**src/rtl/flag_register_unit_if.sv**
```systemverilog
// ---------------------------------------------------------------------------
// flag_register_unit_if
//   Groups the execute-stage signals of the flag register unit into a single
//   bundle. The interface carries everything except clk and rst_n.
//
//   Parameters
//     PTR_W         width of stack_cnt (must match the unit's PTR_W)
//
//   Signals
//     stall         pipeline stall, freezes all state
//     ccr_in[2:0]   {C,N,Z} from the ALU
//     ccr_write     latch ccr_in into the CCR this cycle
//     br_valid      jump instruction present in execute
//     br_type[1:0]  00=JZ, 01=JN, 10=JC, 11=JMP
//     int_save      interrupt entry: push current flags
//     rti_restore   RTI: pop flags into the CCR
//     flags[2:0]    registered CCR {C,N,Z}
//     branch_taken  combinational jump decision
//     stack_cnt     number of valid shadow entries
//     ovf_err       sticky push-while-full error
//     unf_err       sticky pop-while-empty error
//
//   Modports
//     master        pipeline side (drives the requests, observes the results)
//     slave         flag register unit side
// ---------------------------------------------------------------------------
interface flag_register_unit_if #(
   parameter int PTR_W = 2
);
   logic             stall;
   logic [2:0]       ccr_in;
   logic             ccr_write;
   logic             br_valid;
   logic [1:0]       br_type;
   logic             int_save;
   logic             rti_restore;
   logic [2:0]       flags;
   logic             branch_taken;
   logic [PTR_W-1:0] stack_cnt;
   logic             ovf_err;
   logic             unf_err;

   modport master (
      output stall,
      output ccr_in,
      output ccr_write,
      output br_valid,
      output br_type,
      output int_save,
      output rti_restore,
      input  flags,
      input  branch_taken,
      input  stack_cnt,
      input  ovf_err,
      input  unf_err
   );

   modport slave (
      input  stall,
      input  ccr_in,
      input  ccr_write,
      input  br_valid,
      input  br_type,
      input  int_save,
      input  rti_restore,
      output flags,
      output branch_taken,
      output stack_cnt,
      output ovf_err,
      output unf_err
   );
endinterface

```
**src/rtl/flag_register_unit.sv**
```systemverilog
// ---------------------------------------------------------------------------
// flag_register_unit
//   Architectural condition-code register {C,N,Z} for the execute stage.
//   - Latches ALU flags, with a same-cycle bypass used by jump evaluation.
//   - Evaluates JZ/JN/JC/JMP combinationally; branch_taken feeds the PC mux.
//   - Keeps a LIFO shadow stack of flags for interrupt entry / RTI.
//
//   Optional feature macro: CCR_CLEAR_ON_TAKEN_EN
//     defined   : a taken JZ/JN/JC clears the tested bit in the next flags
//                 value (after the ccr_write bypass); JMP clears nothing.
//                 A same-cycle int_save pushes the value before the clear.
//     undefined : jumps never modify the flags.
//
//   Parameters
//     DEPTH   shadow-stack entries (>= 1)
//     PTR_W   stack pointer width, must hold 0..DEPTH
//
//   Ports
//     clk     rising-edge clock
//     rst_n   asynchronous active-low reset
//     bus     flag_register_unit_if.slave (see interface file for signals)
// ---------------------------------------------------------------------------
module flag_register_unit #(
   parameter int DEPTH = 2,
   parameter int PTR_W = 2
) (
   input  logic                 clk,
   input  logic                 rst_n,
   flag_register_unit_if.slave  bus
);

   typedef enum logic [1:0] {
      BR_JZ  = 2'b00,
      BR_JN  = 2'b01,
      BR_JC  = 2'b10,
      BR_JMP = 2'b11
   } br_type_t;

   // Bit positions inside the {C,N,Z} vector.
   localparam int C_BIT = 2;
   localparam int N_BIT = 1;
   localparam int Z_BIT = 0;

   localparam logic [PTR_W-1:0] CNT_ZERO = '0;
   localparam logic [PTR_W-1:0] CNT_ONE  = PTR_W'(1);
   localparam logic [PTR_W-1:0] CNT_FULL = PTR_W'(DEPTH);

   // ------------------------------------------------------------------
   // State
   // ------------------------------------------------------------------
   logic [2:0]       flags_reg;
   logic [2:0]       flags_next;
   logic [PTR_W-1:0] cnt_reg;
   logic [PTR_W-1:0] cnt_next;
   logic             ovf_reg;
   logic             ovf_next;
   logic             unf_reg;
   logic             unf_next;
   logic [2:0]       stack_reg [DEPTH];

   // ------------------------------------------------------------------
   // Combinational helpers
   // ------------------------------------------------------------------
   logic [2:0]       eff;          // flags as seen this cycle (bypassed)
   logic             cond_met;
   logic             taken;
   logic [2:0]       eff_cleared;  // eff after optional jump clearing
   logic [2:0]       top_entry;
   logic             push_en;
   logic [DEPTH-1:0] entry_we;

   // A jump in the same cycle as the ALU write must see the new flags.
   assign eff = bus.ccr_write ? bus.ccr_in : flags_reg;

   always_comb begin
      cond_met = 1'b0;
      case (br_type_t'(bus.br_type))
         BR_JZ:   cond_met = eff[Z_BIT];
         BR_JN:   cond_met = eff[N_BIT];
         BR_JC:   cond_met = eff[C_BIT];
         BR_JMP:  cond_met = 1'b1;
         default: cond_met = 1'b0;
      endcase
   end

   // A stalled jump is not yet committed, so it must not redirect fetch.
   assign taken = bus.br_valid & ~bus.stall & cond_met;

`ifdef CCR_CLEAR_ON_TAKEN_EN
   always_comb begin
      eff_cleared = eff;
      if (taken) begin
         case (br_type_t'(bus.br_type))
            BR_JZ:   eff_cleared[Z_BIT] = 1'b0;
            BR_JN:   eff_cleared[N_BIT] = 1'b0;
            BR_JC:   eff_cleared[C_BIT] = 1'b0;
            default: eff_cleared = eff;
         endcase
      end
   end
`else
   assign eff_cleared = eff;
`endif

   // Select the top of stack (index cnt_reg-1) with a compare-per-entry mux
   // so no index arithmetic has to fit the array bounds.
   always_comb begin
      top_entry = '0;
      for (int i = 0; i < DEPTH; i++) begin
         if (cnt_reg == PTR_W'(i + 1)) begin
            top_entry = stack_reg[i];
         end
      end
   end

   // ------------------------------------------------------------------
   // Next-state logic. Priority: restore, then save, then plain update.
   // ------------------------------------------------------------------
   always_comb begin
      flags_next = flags_reg;
      cnt_next   = cnt_reg;
      ovf_next   = ovf_reg;
      unf_next   = unf_reg;
      push_en    = 1'b0;

      if (!bus.stall) begin
         if (bus.rti_restore) begin
            // A simultaneous int_save is dropped silently.
            if (cnt_reg != CNT_ZERO) begin
               flags_next = top_entry;
               cnt_next   = cnt_reg - CNT_ONE;
            end else begin
               unf_next   = 1'b1;
            end
         end else begin
            flags_next = eff_cleared;
            if (bus.int_save) begin
               if (cnt_reg == CNT_FULL) begin
                  ovf_next = 1'b1;
               end else begin
                  push_en  = 1'b1;
                  cnt_next = cnt_reg + CNT_ONE;
               end
            end
         end
      end
   end

   // ------------------------------------------------------------------
   // Registers
   // ------------------------------------------------------------------
   always_ff @(posedge clk or negedge rst_n) begin
      if (!rst_n) begin
         flags_reg <= '0;
         cnt_reg   <= '0;
         ovf_reg   <= 1'b0;
         unf_reg   <= 1'b0;
      end else begin
         flags_reg <= flags_next;
         cnt_reg   <= cnt_next;
         ovf_reg   <= ovf_next;
         unf_reg   <= unf_next;
      end
   end

   // Shadow stack: each entry is written only when it is the next free slot.
   // The pushed value is the un-cleared eff so RTI returns the flags the
   // interrupted code actually saw.
   genvar gi;
   generate
      for (gi = 0; gi < DEPTH; gi++) begin : g_stack
         assign entry_we[gi] = push_en && (cnt_reg == PTR_W'(gi));

         always_ff @(posedge clk or negedge rst_n) begin
            if (!rst_n) begin
               stack_reg[gi] <= '0;
            end else if (entry_we[gi]) begin
               stack_reg[gi] <= eff;
            end
         end
      end
   endgenerate

   // ------------------------------------------------------------------
   // Outputs
   // ------------------------------------------------------------------
   assign bus.flags        = flags_reg;
   assign bus.branch_taken = taken;
   assign bus.stack_cnt    = cnt_reg;
   assign bus.ovf_err      = ovf_reg;
   assign bus.unf_err      = unf_reg;

endmodule
```
**src/flat_wrapper.sv**
```systemverilog
// flat-port wrapper written by rule: the top's interface ports become plain ports
module flag_register_unit_flat 
#(
   parameter int DEPTH = 2,
   parameter int PTR_W = 2
)
  (clk, rst_n, bus_stall, bus_ccr_in, bus_ccr_write, bus_br_valid, bus_br_type, bus_int_save, bus_rti_restore, bus_flags, bus_branch_taken, bus_stack_cnt, bus_ovf_err, bus_unf_err);
  flag_register_unit_if #(.PTR_W(PTR_W)) bus_i ();
  input  logic clk;
  input  logic rst_n;
  input wire logic [$bits(bus_i.stall)-1:0] bus_stall;
  input wire logic [$bits(bus_i.ccr_in)-1:0] bus_ccr_in;
  input wire logic [$bits(bus_i.ccr_write)-1:0] bus_ccr_write;
  input wire logic [$bits(bus_i.br_valid)-1:0] bus_br_valid;
  input wire logic [$bits(bus_i.br_type)-1:0] bus_br_type;
  input wire logic [$bits(bus_i.int_save)-1:0] bus_int_save;
  input wire logic [$bits(bus_i.rti_restore)-1:0] bus_rti_restore;
  output wire logic [$bits(bus_i.flags)-1:0] bus_flags;
  output wire logic [$bits(bus_i.branch_taken)-1:0] bus_branch_taken;
  output wire logic [$bits(bus_i.stack_cnt)-1:0] bus_stack_cnt;
  output wire logic [$bits(bus_i.ovf_err)-1:0] bus_ovf_err;
  output wire logic [$bits(bus_i.unf_err)-1:0] bus_unf_err;
  assign bus_i.stall = bus_stall;
  assign bus_i.ccr_in = bus_ccr_in;
  assign bus_i.ccr_write = bus_ccr_write;
  assign bus_i.br_valid = bus_br_valid;
  assign bus_i.br_type = bus_br_type;
  assign bus_i.int_save = bus_int_save;
  assign bus_i.rti_restore = bus_rti_restore;
  assign bus_flags = bus_i.flags;
  assign bus_branch_taken = bus_i.branch_taken;
  assign bus_stack_cnt = bus_i.stack_cnt;
  assign bus_ovf_err = bus_i.ovf_err;
  assign bus_unf_err = bus_i.unf_err;
  flag_register_unit #(.DEPTH(DEPTH), .PTR_W(PTR_W)) u_core (.clk(clk), .rst_n(rst_n), .bus(bus_i));
endmodule
```
**config.mk**
```make
export PLATFORM = sky130hd
export DESIGN_NAME = flag_register_unit_flat
export DESIGN_NICKNAME = d
export VERILOG_FILES = /design/src/rtl/flag_register_unit_if.sv /design/src/rtl/flag_register_unit.sv /design/src/flat_wrapper.sv
export SDC_FILE = /design/constraint.sdc
export NUM_CORES = 1
export LEC_CHECK = 0
export ABC_AREA = 1
export CORE_UTILIZATION = 50
export CTS_BUF_LIST = sky130_fd_sc_hd__clkbuf_16
export DETAILED_ROUTE_END_ITERATION = 12
export HOLD_SLACK_MARGIN = 0.06
export PLACE_DENSITY = 0.82
export SKIP_CTS_REPAIR_TIMING = 1
export SLEW_MARGIN = 40
export SYNTH_ARGS = -nofsm -noshare
export SYNTH_HDL_FRONTEND = slang
export SYNTH_SLANG_ARGS = --single-unit
export TNS_END_PERCENT = 5
```
**constraint.sdc**
```tcl
create_clock -name clk -period 3.5 [get_ports clk]
set_input_delay 0.7 -clock clk [delete_from_list [all_inputs] [get_ports clk]]
set_output_delay 0.7 -clock clk [all_outputs]
set_load 0.1 [all_outputs]
```
Fig. 1: run 1, cell outlines without signal wires
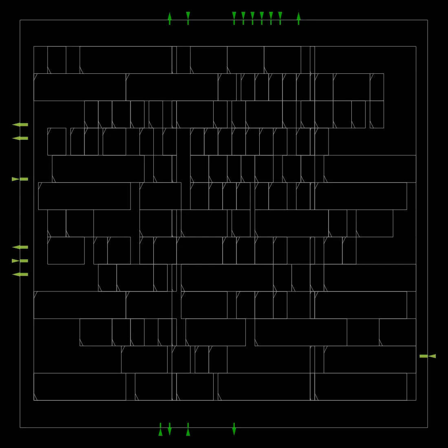
number of well-tap cells placed: 15
count of placed standard cells in the final layout, fillers left out: 133
count of sequential standard cells: 13

Fig. 2: run 1, M2 wires
(12 px per um)
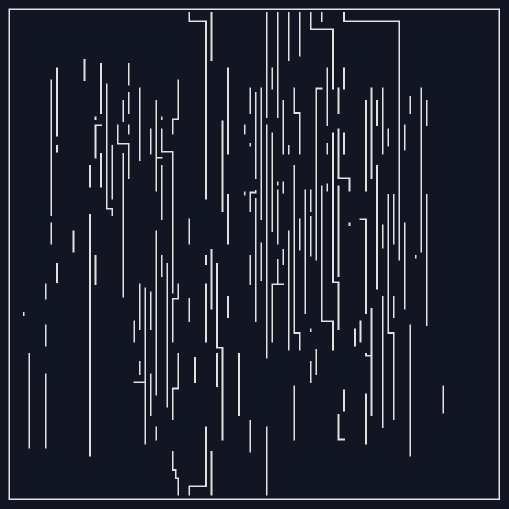
share of all routed wire: 44%
wire length on this layer: 749 um
nets with wire on the layer: 104
main direction: vertical

Fig. 3: run 1, I/O pins on the die edge
(12 px per um) Pins as bars across the die edge, other pins in gray.
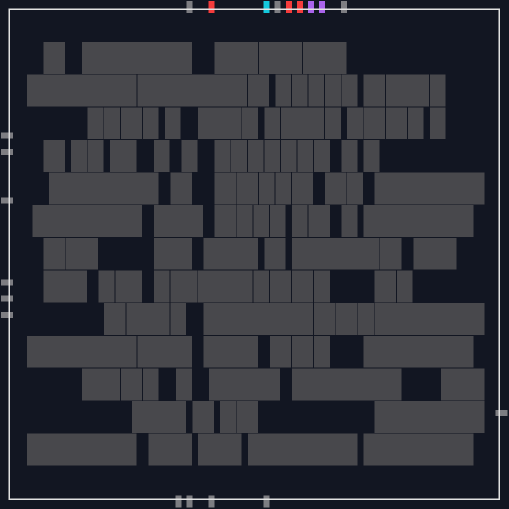
| color | port | pins | direction | edge |
|---|---|---|---|---|
| cyan | bus_br_valid | 1 | input | top |
| red | bus_ccr_in | 3 | input | top |
| purple | bus_br_type | 2 | input | top |

[run 1: how the worst min path moves through the flow]
stage | start | to | slack [ps] | cells after the start
floorplan | rst_n | u_core.bus.flags[0]$_DFFE_PN0P_ | 400 | 0
global placement | u_core.bus.ovf_err$_DFFE_PN0P_ | u_core.bus.ovf_err$_DFFE_PN0P_ | 460 | 1
detailed placement | u_core.bus.ovf_err$_DFFE_PN0P_ | u_core.bus.ovf_err$_DFFE_PN0P_ | 450 | 1
CTS | u_core.bus.ovf_err$_DFFE_PN0P_ | u_core.bus.ovf_err$_DFFE_PN0P_ | 470 | 1
global route | u_core.bus.ovf_err$_DFFE_PN0P_ | u_core.bus.ovf_err$_DFFE_PN0P_ | 490 | 1
finish | u_core.bus.ovf_err$_DFFE_PN0P_ | u_core.bus.ovf_err$_DFFE_PN0P_ | 460 | 1
[run 1: logic make-up (layout without fill, tap and decap cells)]
group,Yosys count,after routing
xor+xnor,2,2
buf+inv,17,40
fa+ha+maj,3,3
compound gates,14,14
flops,13,13
simple gates,46,46
[run 1: through the flow]
stage / total power [W] / worst slack, ps
2_1_floorplan: 0.000665 / 869
3_3_place_gp: 0.000786 / 933
3_5_place_dp: 0.000764 / 853
4_1_cts: 0.000989 / 848
5_1_grt: 0.00103 / 722
6_report: 0.000987 / 832
[run 1: critical path, cell delays in order]
cell	delay, ps
sky130_fd_sc_hd__clkdlybuf4s50_1	520
sky130_fd_sc_hd__inv_1	80
sky130_fd_sc_hd__nand2_1	60
sky130_fd_sc_hd__nand2_1	100
sky130_fd_sc_hd__a21oi_1	150
sky130_fd_sc_hd__nand2_1	70
sky130_fd_sc_hd__inv_1	100
sky130_fd_sc_hd__buf_12	180
==> flow_summary.yaml, run 1 <==
# flow metrics
clocking:
  cts.root.buffer_cell: "sky130_fd_sc_hd__clkbuf_16"
  clock_tree_from_tritoncts: "done"
  cts.htree.levels: 1
final_timing:
  timing.final.hold_violations: 0
  slew-limit-headroom_pct: 61.9
  number_of_setup_violations_in_the_final_report: 0
  fin_skew_ps: 0.843
  rsz0062_at_grt: "no"
  period_minus_slack_ps: 2670
  achievable-frequency_ghz: 0.375
run_status:
  status: "finished clean"
critical_path:
  timing.critical_path.fanout_max: 4
  criticalPathCategory: "primary input to output pin"
  worstPathArrival_ps: 1970
  rr_startpoint: "u_core.bus.stack_cnt[0]$_DFFE_PN0P_"
  worstSetupEndpoint: "bus_branch_taken"
  cp-startpoint: "bus_ccr_write"
cells_and_area:
  post-route-util_pct: 75.1
  number_of_flip_flops_in_the_largest_register: 6
  area.combinational_sq_um: 360
  clockBufferCount: 3
  n_all_buffers: 19
  post_route_cells_drive_above_1_share_pct: 18.6
  sh_seq_area_pct: 32.1
  post-route-cell-area_sq_mm: 0.00101
  comb_cells: 65
  fillCellCount: 104
  antenna-diode-count: 0
detailed_routing:
  wirelength_per_cell_um: 12.7
  top_layer_used: "met4"
  wire_length_reported_by_the_detailed_router_mm: 1.69
  antenna_violating_nets_post_route: 0
  dr_wl_met2_um: 749
  drc: 0
  met1Wirelength_um: 803
  met3WireLength_um: 85
synthesis:
  synthTopLogicFamily: "simple AND/OR/NAND/NOR gates"
  yosys-stat-cells: 95
  synth_cell_types: 19
  predominant_post_synthesis_flop_cell: "sky130_fd_sc_hd__dfrtp_1"
  yosys.cell_count.top_type: "sky130_fd_sc_hd__nand2_1"
  yosysWarningCount: 0
  xor_area_share_pct: 3.34
  synth-edff-count: 0
  post-synth-top-area-cell: "sky130_fd_sc_hd__dfrtp_1"
pwr:
  powerSeq_w: 0.000261
  p_sw_w: 0.000501
  comb_power_w: 0.000506
  power_top_consumer: "combinational logic"
  power.clock.total_w: 0.000219
  power.switching_fraction_pct: 50.8
  power_share_of_the_combinational_group_pct: 51.3
  irDropWorstVdd_uv: 773
grt:
  global_route.usage.total_pct: 23.4
  wire_length_of_the_first_global_routing_pass_mm: 2.41
  grtUsageMet3_pct: 7.07
die:
  rows: 13
  top_level_ports: 20
  floorplan.core_area_sq_mm: 0.00135
  floorplan.core_util_pct: 55.5
flow_run:
  timing.max_cap.violations: 0
place:
  io_buffers: 19
Fig. 4: run 1, nets reached from selected ports
(6 px per um)
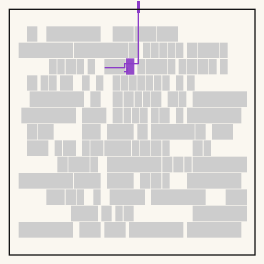

==> run 2, diff against run 1 <==
--- a/config.mk
+++ b/config.mk
@@ -6,11 +6,11 @@
 export NUM_CORES = 1
 export LEC_CHECK = 0
 export ABC_AREA = 1
-export CORE_UTILIZATION = 50
+export CORE_UTILIZATION = 46
 export CTS_BUF_LIST = sky130_fd_sc_hd__clkbuf_16
 export DETAILED_ROUTE_END_ITERATION = 12
 export HOLD_SLACK_MARGIN = 0.06
-export PLACE_DENSITY = 0.82
+export PLACE_DENSITY = 0.76
 export SKIP_CTS_REPAIR_TIMING = 1
 export SLEW_MARGIN = 40
 export SYNTH_ARGS = -nofsm -noshare
==> constraint.sdc (replaced) <==
create_clock -name clk -period 2.6 [get_ports clk]
set_input_delay 0.52 -clock clk [delete_from_list [all_inputs] [get_ports clk]]
set_output_delay 0.52 -clock clk [all_outputs]
set_load 0.1 [all_outputs]
Fig. 5: run 2, nets reached from selected ports
(6 px per um)
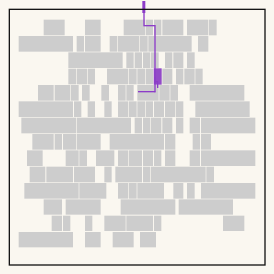
| color | port | bits | direction | end cells | buffers | wire |
|---|---|---|---|---|---|---|
| purple | bus_br_valid | 1 | input | 1 | 1 | 20.1 um |

Fig. 6: run 2, signal wires by layer
(6 px per um) Two of the layers only.
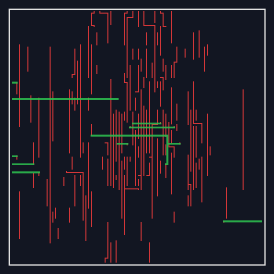
| color | layer | wire length |
|---|---|---|
| red | M2 | 725 um |
| green | M3 | 66.2 um |

==> run 2 against run 1 <==
Compared with the run above: hold slack better by 18 ps; cell count is 0.75% higher; combinational power is 39% higher; highest routed layer unchanged; clock power is 32% higher; critical endpoint unchanged; wire length is 5.7% lower; non-clock buffer count stayed put; total power is 36% higher; worst setup slack worse by 460 ps; via count is 2.8% lower.
==> flow_summary.yaml, run 2 <==
# flow metrics
final_timing:
  fin_skew_ps: 1.99
  fin_hold_ws_ps: 477
  period_minus_slack_ps: 2230
  achievable-frequency_ghz: 0.448
  slew-limit-headroom_pct: 61.9
  final_min_period_over_clock_period_pct: 85.9
  timing.final.hold_violations: 0
  rsz0062_at_grt: "no"
  number_of_setup_violations_in_the_final_report: 0
detailed_routing:
  wirelength_per_cell_um: 11.9
  antenna_violating_nets_post_route: 0
  top_layer_used: "met4"
  met1Wirelength_um: 793
  drc: 0
  wire_length_reported_by_the_detailed_router_mm: 1.59
  met3WireLength_um: 66
  dr_wl_met2_um: 724
die:
  floorplan.core_area_sq_mm: 0.00151
  floorplan.core_util_pct: 49.8
  top_level_ports: 20
  rows: 14
synthesis:
  yosys-stat-cells: 95
  predominant_post_synthesis_flop_cell: "sky130_fd_sc_hd__dfrtp_1"
  xor_area_share_pct: 3.34
  yosys.cell_count.top_type: "sky130_fd_sc_hd__nand2_1"
  synth.net_count: 110
  netlist_top_cells_count: "sky130_fd_sc_hd__nand2_1, sky130_fd_sc_hd__inv_1, sky130_fd_sc_hd__dfrtp_1"
  synth.mux.area_fraction_pct: 0
  yosysWarningCount: 0
  synthTopLogicFamily: "simple AND/OR/NAND/NOR gates"
  post-synth-top-area-cell: "sky130_fd_sc_hd__dfrtp_1"
  synth_cell_types: 19
  synth_flop_count: 13
  synth-edff-count: 0
cells_and_area:
  antenna-diode-count: 0
  post_route_cells_drive_above_1_share_pct: 18.6
  number_of_flip_flops_in_the_largest_register: 6
  fillCellCount: 112
  final_cell_count_no_fill: 134
critical_path:
  worstPathArrival_ps: 1710
  criticalPathCategory: "primary input to output pin"
  cp_slowest_cell: "sky130_fd_sc_hd__clkdlybuf4s50_1"
  rr_startpoint: "u_core.bus.stack_cnt[0]$_DFFE_PN0P_"
  timing.critical_path.fanout_max: 4
  path_buffers: 4
  path_cells: "clkdlybuf4s50_1 > inv_1 > nand2_1 > nand2_1 > a21oi_1 > nand2_1 > inv_1 > buf_12"
  cp-startpoint: "bus_ccr_write"
  worst_path_most_repeated_cell: "sky130_fd_sc_hd__nand2_1"
  gate_family_responsible_for_the_most_delay_along_the_worst_path: "buffers and inverters"
  cp_slowest_stage_delay_ps: 510
pwr:
  finalPower_w: 0.00134
  p_clk_share_pct: 21.5
  power.switching_fraction_pct: 49.4
  power_share_of_the_combinational_group_pct: 52.4
  p_sw_w: 0.000663
  irDropWorstVdd_uv: 913
worst_hold_path:
  min_delay_worst_endpoint: "u_core.bus.ovf_err$_DFFE_PN0P_"
  min_path_cells: 1
  hold_path.startpoint: "u_core.bus.ovf_err$_DFFE_PN0P_"
clocking:
  cts.root.buffer_cell: "sky130_fd_sc_hd__clkbuf_16"
  clk_transition_reported_paths_ps: 40
  clock_tree_from_tritoncts: "done"
  cts.htree.levels: 1
place:
  place_inst: 130
  io_buffers: 19
grt:
  grtUsageMet3_pct: 5.17
  wire_length_of_the_first_global_routing_pass_mm: 2.61
  first_global_vias: 618
  grt_use_met1_pct: 25.8
  global_route.usage.total_pct: 19.4
  gr-max-usage-layer: "met2"
run_status:
  status: "finished clean"
flow_run:
  timing.max_cap.violations: 0
[run 2: layout make-up]
class                      instances  area, sq um  area share (%)
tap                               16         20.0            1.94
clock buffer                       3         75.1            7.27
inverter                          17         63.8            6.18
multi-input combinational         65          360            34.9
sequential                        13          325            31.5
timing repair buffer              19          183            17.7
clock inverter                     1         5.00           0.485
[run 2: worst reg2reg max path, cell delays in order, from the launching register on]
cell and delay (ps):
sky130_fd_sc_hd__dfrtp_1 380, sky130_fd_sc_hd__inv_1 150, sky130_fd_sc_hd__ha_1 330, sky130_fd_sc_hd__inv_1 110, sky130_fd_sc_hd__nand3_1 90, sky130_fd_sc_hd__nand2_1 80, sky130_fd_sc_hd__nand3_1 110, sky130_fd_sc_hd__nand2_1 60
[run 2: power groups by stage]
stage          registers, W  clock network, W  logic, W
4_1_cts            0.000350          0.000293  0.000707
2_1_floorplan      0.000651                 0  0.000244
3_3_place_gp       0.000351                 0  0.000695
5_1_grt            0.000360          0.000299  0.000746
3_5_place_dp       0.000351                 0  0.000700
6_report           0.000350          0.000288  0.000703
[run 2: stage by stage]
stage                     cell area [sq um]  setup WS, ps  util [%]
after floorplan                         749           149         -
after global placement                  952           387      63.2
after detailed placement                952           360      63.2
after CTS                              1030           357      68.5
after global routing                   1030           214      68.5
final                                  1030           368      68.5
[run 2: worst max path at each step]
| stage | endpoint | slack, ps | cells after the start |
|---|---|---|---|
| 6_report | bus_branch_taken | 370 | 8 |
| 5_1_grt | bus_branch_taken | 210 | 8 |
| 3_3_place_gp | bus_branch_taken | 390 | 8 |
| 4_1_cts | bus_branch_taken | 360 | 8 |
| 2_1_floorplan | bus_branch_taken | 150 | 6 |
| 3_5_place_dp | bus_branch_taken | 360 | 8 |
Fig. 7: run 2, cell outlines without signal wires
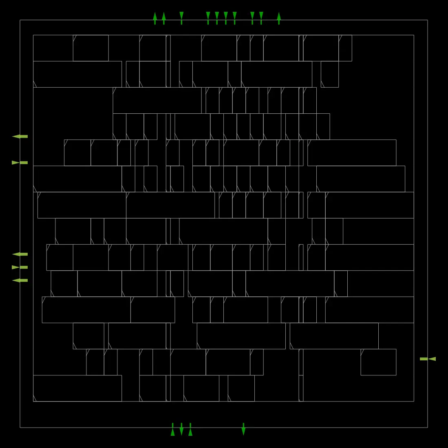

==> run 3, diff against run 2 <==
==> constraint.sdc (replaced) <==
create_clock -name clk -period 2.2 [get_ports clk]
set_input_delay 0.44 -clock clk [delete_from_list [all_inputs] [get_ports clk]]
set_output_delay 0.44 -clock clk [all_outputs]
set_load 0.1 [all_outputs]
Fig. 8: run 3, cell outlines without signal wires
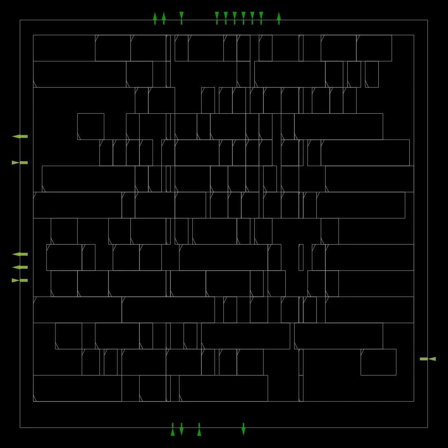
number of filler cells placed in the layout: 127
share of cell area taken by flip-flops and latches: 31.6%
Cell Rows: 14
count of placed standard cells in the final layout, fillers left out: 135
final core area utilization: 69.2%

Fig. 9: run 3, I/O pins on the die edge
(12 px per um) Pins as bars across the die edge, other pins in gray.
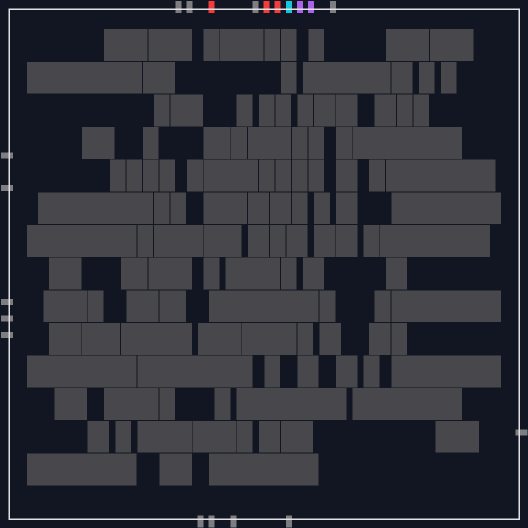
| color | port | pins | direction | edge |
|---|---|---|---|---|
| purple | bus_br_type | 2 | input | top |
| red | bus_ccr_in | 3 | input | top |
| cyan | bus_br_valid | 1 | input | top |
all pins by edge: 10 top, 5 left, 4 bottom, 1 right

==> run 3 against run 2 <==
Compared with the run above: cell count is 0.75% higher; flip-flop count stayed put; critical endpoint unchanged; die area stayed put; highest routed layer unchanged; total power is 19% higher; first-iteration DRC count is 44% higher.
==> flow_summary.yaml, run 3 <==
# flow metrics
detailed_routing:
  drc: 0
  antenna_violating_nets_post_route: 0
  met3WireLength_um: 57
  top_layer_used: "met4"
  dr_wl_met2_um: 856
critical_path:
  cp_slowest_stage_delay_ps: 520
  cp-startpoint: "bus_ccr_write"
  worst_path_most_repeated_cell: "sky130_fd_sc_hd__nand2_1"
  timing.critical_path.fanout_max: 4
  worstSetupEndpoint: "bus_branch_taken"
  cp_slowest_cell: "sky130_fd_sc_hd__clkdlybuf4s50_1"
  criticalPathCategory: "primary input to output pin"
clocking:
  clock_tree_from_tritoncts: "done"
  clk_transition_reported_paths_ps: 40
  cts.root.buffer_cell: "sky130_fd_sc_hd__clkbuf_16"
  cts.htree.levels: 1
final_timing:
  timing.final.hold_violations: 0
  achievable-frequency_ghz: 0.477
  slew-limit-headroom_pct: 61.3
  period_minus_slack_ps: 2090
  final_min_period_over_clock_period_pct: 95.2
  number_of_setup_violations_in_the_final_report: 0
synthesis:
  synth.net_count: 110
  netlist_top_cells_count: "sky130_fd_sc_hd__nand2_1, sky130_fd_sc_hd__inv_1, sky130_fd_sc_hd__dfrtp_1"
  yosys-stat-cells: 95
  synth_cell_types: 19
  synth_flop_count: 13
  post-synth-top-area-cell: "sky130_fd_sc_hd__dfrtp_1"
  yosysWarningCount: 0
  predominant_post_synthesis_flop_cell: "sky130_fd_sc_hd__dfrtp_1"
  yosys.cell_count.top_type: "sky130_fd_sc_hd__nand2_1"
worst_hold_path:
  hold_path.startpoint: "u_core.bus.unf_err$_DFFE_PN0P_"
grt:
  global_route.usage.total_pct: 21.7
  wire_length_of_the_first_global_routing_pass_mm: 2.83
pwr:
  p_clk_share_pct: 21.1
  irDropWorstVdd_uv: 1060
  power_share_of_the_combinational_group_pct: 52.6
cells_and_area:
  number_of_flip_flops_in_the_largest_register: 6
  post_route_cells_drive_above_1_share_pct: 21.0
place:
  io_buffers: 19
flow_run:
  timing.max_cap.violations: 0
run_status:
  status: "finished clean"
[run 3: logic make-up after synthesis]
family / after synthesis / share of synthesized area (%)
simple gates: 46 / 28.9
fa+ha+maj: 3 / 5.01
compound gates: 14 / 10.9
xor+xnor: 2 / 3.34
flops: 13 / 43.4
buf+inv: 17 / 8.51
[run 3: stage by stage]
stage / util, % / total power, W / hold WS, ps / worst slack (ps) / cell area, sq um
2_1_floorplan: - / 0.00106 / 144 / 105 / 753
4_1_cts: 69.2 / 0.00161 / 481 / 112 / 1040
6_report: 69.2 / 0.00160 / 482 / 105 / 1040
3_5_place_dp: 64.0 / 0.00126 / 467 / 116 / 963
3_3_place_gp: 64.0 / 0.00124 / 461 / 149 / 963
5_1_grt: 69.2 / 0.00168 / 491 / 31.8 / 1040
[run 3: critical path: cells and delay by family]
family / cells / cell delay, ps
buffers and inverters: 4 / 880
and+or+nand+nor: 3 / 200
AOI/OAI and AO/OA: 1 / 130
[run 3: power groups by stage]
stage          combinational (W)  clock [W]  sequential, W
2_1_floorplan           0.000288          0       0.000774
3_3_place_gp            0.000822          0       0.000419
3_5_place_dp            0.000839          0       0.000421
4_1_cts                 0.000845   0.000341       0.000420
5_1_grt                 0.000897   0.000348       0.000432
6_report                0.000841   0.000337       0.000420
[run 3: per-layer routing]
layer	GRT usage, %	up-vias
li1	-	349
met1	26.6	307
met2	36.9	14
met3	5.17	4
met4	7.50	0
met5	0	-
[run 3: final cells by class]
type	instances	area [sq um]	area share (%)
sequential	13	329	31.6
multi-input combinational	65	360	34.6
clock inverter	1	3.75	0.360
timing repair buffer	20	190	18.2
tap	16	20.0	1.92
inverter	17	63.8	6.12
clock buffer	3	75.1	7.20
No activity file was given, so power comes from the tool's default toggle rates.
